[src/rtl/reg_file_pkg.sv]
// Shared CPU definitions: default register-file geometry and the ALU operation encoding.
package reg_file_pkg;

    localparam int DATA_WIDTH_DEF = 32;
    localparam int NUM_REGS_DEF   = 32;
    localparam int ADDR_WIDTH_DEF = $clog2(NUM_REGS_DEF);

    typedef enum logic [3:0] {
        ALU_ADD  = 4'h0,
        ALU_SUB  = 4'h1,
        ALU_AND  = 4'h2,
        ALU_OR   = 4'h3,
        ALU_XOR  = 4'h4,
        ALU_SLL  = 4'h5,
        ALU_SRL  = 4'h6,
        ALU_SRA  = 4'h7,
        ALU_SLT  = 4'h8,
        ALU_SLTU = 4'h9
    } alu_op_e;

endpackage

[src/rtl/reg_file_scoreboard.sv]
// Busy-bit scoreboard: one outstanding-producer flag per register, with two lookup ports.
module reg_scoreboard
    import reg_file_pkg::*;
#(
    parameter int NUM_REGS   = NUM_REGS_DEF,
    parameter int ADDR_WIDTH = $clog2(NUM_REGS)
) (
    input  logic                  clk,
    input  logic                  rst,
    input  logic                  issue_valid,
    input  logic [ADDR_WIDTH-1:0] issue_rd,
    input  logic                  wb_en,
    input  logic [ADDR_WIDTH-1:0] wb_addr,
    input  logic [ADDR_WIDTH-1:0] rs1_addr,
    input  logic [ADDR_WIDTH-1:0] rs2_addr,
    output logic                  rs1_busy,
    output logic                  rs2_busy
);

    logic [NUM_REGS-1:0] busy;
    logic                issue_hit;
    logic                wb_hit;

    assign issue_hit = issue_valid && (issue_rd != '0) && (int'(issue_rd) < NUM_REGS);
    assign wb_hit    = wb_en && (wb_addr != '0) && (int'(wb_addr) < NUM_REGS);

    // Set is applied after clear so a same-cycle issue to the written index wins.
    always_ff @(posedge clk or posedge rst) begin
        if (rst) begin
            busy <= '0;
        end else begin
            if (wb_hit)
                busy[wb_addr] <= 1'b0;
            if (issue_hit)
                busy[issue_rd] <= 1'b1;
        end
    end

    always_comb begin
        rs1_busy = 1'b0;
        rs2_busy = 1'b0;
        if (!rst && rs1_addr != '0 && int'(rs1_addr) < NUM_REGS)
            rs1_busy = busy[rs1_addr] && !(wb_en && wb_addr == rs1_addr);
        if (!rst && rs2_addr != '0 && int'(rs2_addr) < NUM_REGS)
            rs2_busy = busy[rs2_addr] && !(wb_en && wb_addr == rs2_addr);
    end

endmodule

[src/rtl/reg_file.sv]
// Architectural register file: x0 hard-wired to zero, writeback bypass on both read ports.
module reg_file
    import reg_file_pkg::*;
#(
    parameter int DATA_WIDTH = DATA_WIDTH_DEF,
    parameter int NUM_REGS   = NUM_REGS_DEF,
    parameter int ADDR_WIDTH = $clog2(NUM_REGS)
) (
    input  logic                  clk,
    input  logic                  rst,
    input  logic [ADDR_WIDTH-1:0] rs1_addr,
    input  logic [ADDR_WIDTH-1:0] rs2_addr,
    output logic [DATA_WIDTH-1:0] rs1_data,
    output logic [DATA_WIDTH-1:0] rs2_data,
    output logic                  rs1_busy,
    output logic                  rs2_busy,
    input  logic                  issue_valid,
    input  logic [ADDR_WIDTH-1:0] issue_rd,
    input  logic                  wb_en,
    input  logic [ADDR_WIDTH-1:0] wb_addr,
    input  logic [DATA_WIDTH-1:0] wb_data
);

    logic [DATA_WIDTH-1:0] regs [0:NUM_REGS-1];
    logic                  wb_hit;

    assign wb_hit = wb_en && (wb_addr != '0) && (int'(wb_addr) < NUM_REGS);

    always_ff @(posedge clk or posedge rst) begin
        if (rst) begin
            for (int i = 0; i < NUM_REGS; i++)
                regs[i] <= '0;
        end else if (wb_hit) begin
            regs[wb_addr] <= wb_data;
        end
    end

    // Index 0 and out-of-range indices read as zero; the bypass never applies to x0.
    always_comb begin
        rs1_data = '0;
        rs2_data = '0;
        if (!rst && rs1_addr != '0 && int'(rs1_addr) < NUM_REGS)
            rs1_data = (wb_en && wb_addr == rs1_addr) ? wb_data : regs[rs1_addr];
        if (!rst && rs2_addr != '0 && int'(rs2_addr) < NUM_REGS)
            rs2_data = (wb_en && wb_addr == rs2_addr) ? wb_data : regs[rs2_addr];
    end

    reg_scoreboard #(
        .NUM_REGS   (NUM_REGS),
        .ADDR_WIDTH (ADDR_WIDTH)
    ) u_scoreboard (
        .clk         (clk),
        .rst         (rst),
        .issue_valid (issue_valid),
        .issue_rd    (issue_rd),
        .wb_en       (wb_en),
        .wb_addr     (wb_addr),
        .rs1_addr    (rs1_addr),
        .rs2_addr    (rs2_addr),
        .rs1_busy    (rs1_busy),
        .rs2_busy    (rs2_busy)
    );

endmodule

[config.mk]
export PLATFORM = sky130hd
export DESIGN_NAME = reg_file
export DESIGN_NICKNAME = d
export VERILOG_FILES = /design/src/rtl/reg_file_pkg.sv /design/src/rtl/reg_file_scoreboard.sv /design/src/rtl/reg_file.sv
export SDC_FILE = /design/constraint.sdc
export NUM_CORES = 2
export LEC_CHECK = 0
export CAP_MARGIN = 10
export CORE_ASPECT_RATIO = 0.75
export CORE_UTILIZATION = 49
export CTS_CLUSTER_SIZE = 8
export DETAILED_ROUTE_END_ITERATION = 8
export GPL_TIMING_DRIVEN = 1
export PLACE_DENSITY = 0.65
export SYNTH_ARGS = -nofsm -noshare
export SYNTH_HDL_FRONTEND = slang
export SYNTH_SLANG_ARGS = --single-unit
[constraint.sdc]
create_clock -name clk -period 113.1 [get_ports clk]
set_clock_uncertainty 0.1 [all_clocks]
set_input_delay 22.62 -clock clk [delete_from_list [all_inputs] [get_ports clk]]
set_output_delay 22.62 -clock clk [all_outputs]
set_load 0.05 [all_outputs]
M1 wires:
(1 px per um) Supply wires on this layer in gray.
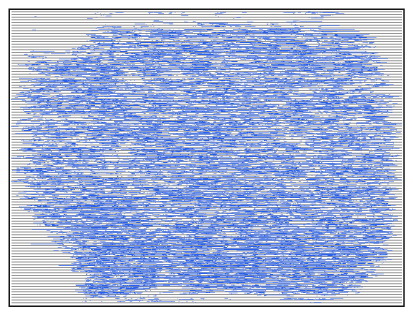
main direction: horizontal
longest straight run: 83.7 um
wire length on this layer: 75.9 mm
nets with wire on the layer: 3720
share of all routed wire: 41%

M2 wires:
(1 px per um) Cells faint in the background.
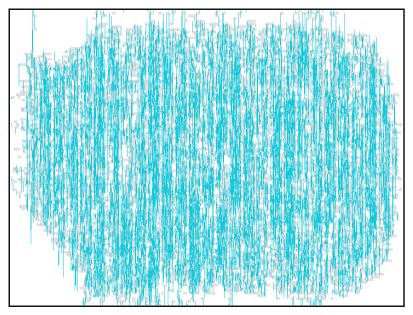
share of all routed wire: 46%
nets with wire on the layer: 3548
main direction: vertical
longest straight run: 117 um
wire length on this layer: 85.4 mm
GRT met2 Usage: 49.9%
Post-Route WL: 185 mm
routed vias: 38000

Metal 3:
(1 px per um)
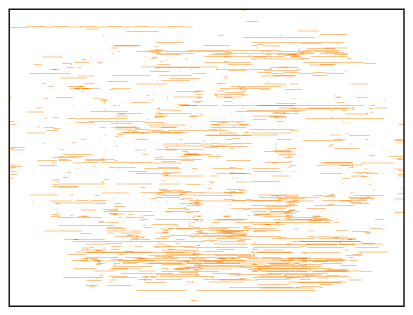
share of all routed wire: 9.0%
nets with wire on the layer: 378
grt met3 use: 7.58%

Signal wires on met4:
(1 px per um) Supply wires on this layer in gray.
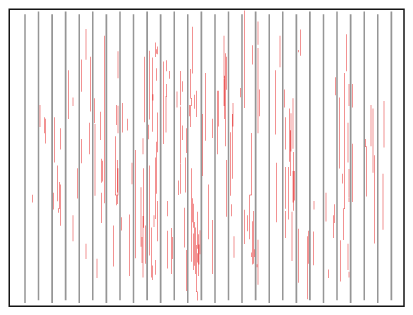
nets with wire on the layer: 77
main direction: vertical

## where the power goes
part           internal [mW]  switching, mW  leakage, nW
logic                  0.125         0.0970         11.7
clock network          0.242          0.166         1.98
registers              0.451         0.0532         13.5
## stage by stage
| step | area, um^2 | instances | worst slack (ns) |
|---|---|---|---|
| 3_3_place_gp | 58500 | 5226 | 63.23 |
| 5_1_grt | 62500 | 5395 | 63.02 |
| 3_5_place_dp | 58500 | 5226 | 63.23 |
| 6_report | 62500 | 5396 | 63.26 |
| 4_1_cts | 62500 | 5393 | 63.22 |
| 2_1_floorplan | 56300 | 3939 | 41.53 |
## registers in the layout, summed over array words and instances (netlist names)
| register | cells |
|---|---|
| regs | 1024 |
| u_scoreboard.busy | 32 |
==> results.cfg <==
; physical design summary
[route]
wl_per_cell_um = 34.2
drtPass1Iterations = 6
drt_iter0_drc = 4158
maxUsedRoutingLayer = met4
drtAntennaViolNets = 0
met2WireLength_mm = 85.4
drt-met1-wl_mm = 75.9
via_per_inst = 7.04
wl_met3_mm = 16.6

[hold_path]
min_path_type = reg -> reg
min_delay_worst_endpoint = regs[1011]
hold_depth = 0
min_from = regs[1011]

[cts]
post-cts-setup-buffer-count = 0
hold_buffers = 0
cts.sinks = 1056
cts_resized = 0
root_buffer = clkbuf_16
clockBufferDepth = 3
clk_pin_slew_ns = 0.05
worstSkewPairLatency_ns = 0.77
numCtsBuffers = 150

[finish]
clock_area_share_pct = 6.43
top_area_cell_class = logic gates
final_cell_mix = dfrtp_1 (1056), mux2_2 (995), mux4_2 (369)
comb_area_share_pct = 45.1
drive_gt1_share_pct = 43.4
flops = 1056
buffers_excl_clock = 213
layout_top_cell = dfrtp_1
sh_seq_area_pct = 42.3
n_clock_buffer = 158
buf_share_pct = 3.13
logic_area_mm2 = 0.0282
final_nets = 3909
n_all_inverters = 4
register_area_mm2 = 0.0264
area_delta_synth_final_pct = 11.1
fillers = 9214

[worst_setup_path]
worstSetupEndpointType = primary output
slowest_delay_ns = 0.93
r2r_end = regs[611]
cp_top_family = buffers and inverters
worstPathMaxFanout = 81
startpoint = rs1_addr[0]
crit_cells = 8
path_common_cell = buf_4
worstSetupPathType = in -> out
reg2reg_depth = 1
path_cells = buf_8 -> buf_4 -> buf_4 -> mux4_2 -> a22oi_1 -> a21oi_1 -> a211o_1 -> clkdlybuf4s50_1
r2r_start = regs[611]
cp_slowest_cell = buf_4
critPathBufInv = 4
r2r_setup_slack_ns = 112.18
worst_setup_path_start_kind = primary input
arrival_ns = 27.12
required_ns = 90.38
endpoint = rs1_data[5]

[run_status]
outcome = complete, no violations

[yosys]
synthTopLogicFamily = multiplexers
synth-seq-cells = 1056
yosysUniqueCellTypes = 47
aoi_share_pct = 7.89
yosys_area_mm2 = 0.0563
synth.most_common_cell = dfrtp_1
edf_count = 0
synthTopCellsByArea = dfrtp_1 (47%), mux2_2 (20%), mux4_2 (15%)
ff_type = dfrtp_1
synth.cells.most_frequent = dfrtp_1 (1056), mux2_2 (995), mux4_2 (369)
synthArstFlopShare_pct = 100
ys_sh_mux_pct = 40.5
yosysTopAreaCell = dfrtp_1
xor_share_pct = 0.156
yosys_cells = 3939
synthAdderAreaFrac_pct = 0
synthSimpleGateAreaFrac_pct = 1.01
synth_area_mm2 = 0.0563
syn_avg_cell_area_um2 = 14.3

[placement]
place_hpwl_mm = 92.8
place.port_buffers = 121
globalplace.congestion = 0.782

[power_and_ir_drop]
power_per_cell_area_mw_per_mm2 = 18.1
finalPower_mw = 1.13
p_leak_nw = 27.2
irDropWorstVdd_mv = 0.0157

[die]
core_area_mm2 = 0.114
io_pins = 122
chipWidth_um = 393
nWellTaps = 1526
rows = 107
fp_util_pct = 49.5
chipArea_mm2 = 0.116

[global_route]
grt-busiest-layer = met2
overflow = 0
grt_pass1_wl_mm = 272
grt_pass1_vias = 38200
globalRouteMet1Util_pct = 44.7
grt_max_degree = 144
antenna_found_initial = 1
grt_usage_pct = 32.4

[sta]
maxSlewHeadroom_pct = 17.4
fin_tns_setup_ns = 0
hold_ws_ns = 0.293
worst_pin_slew_ns = 1.24
period_used_pct = 44.1
max_freq_ghz = 0.0201
finalHoldViolCount = 0
min_period_ns = 49.84

[job]
log.warning_count = 33
drv_cap = 0
Power figures rest on the tool's default switching activity, not on a simulated workload.
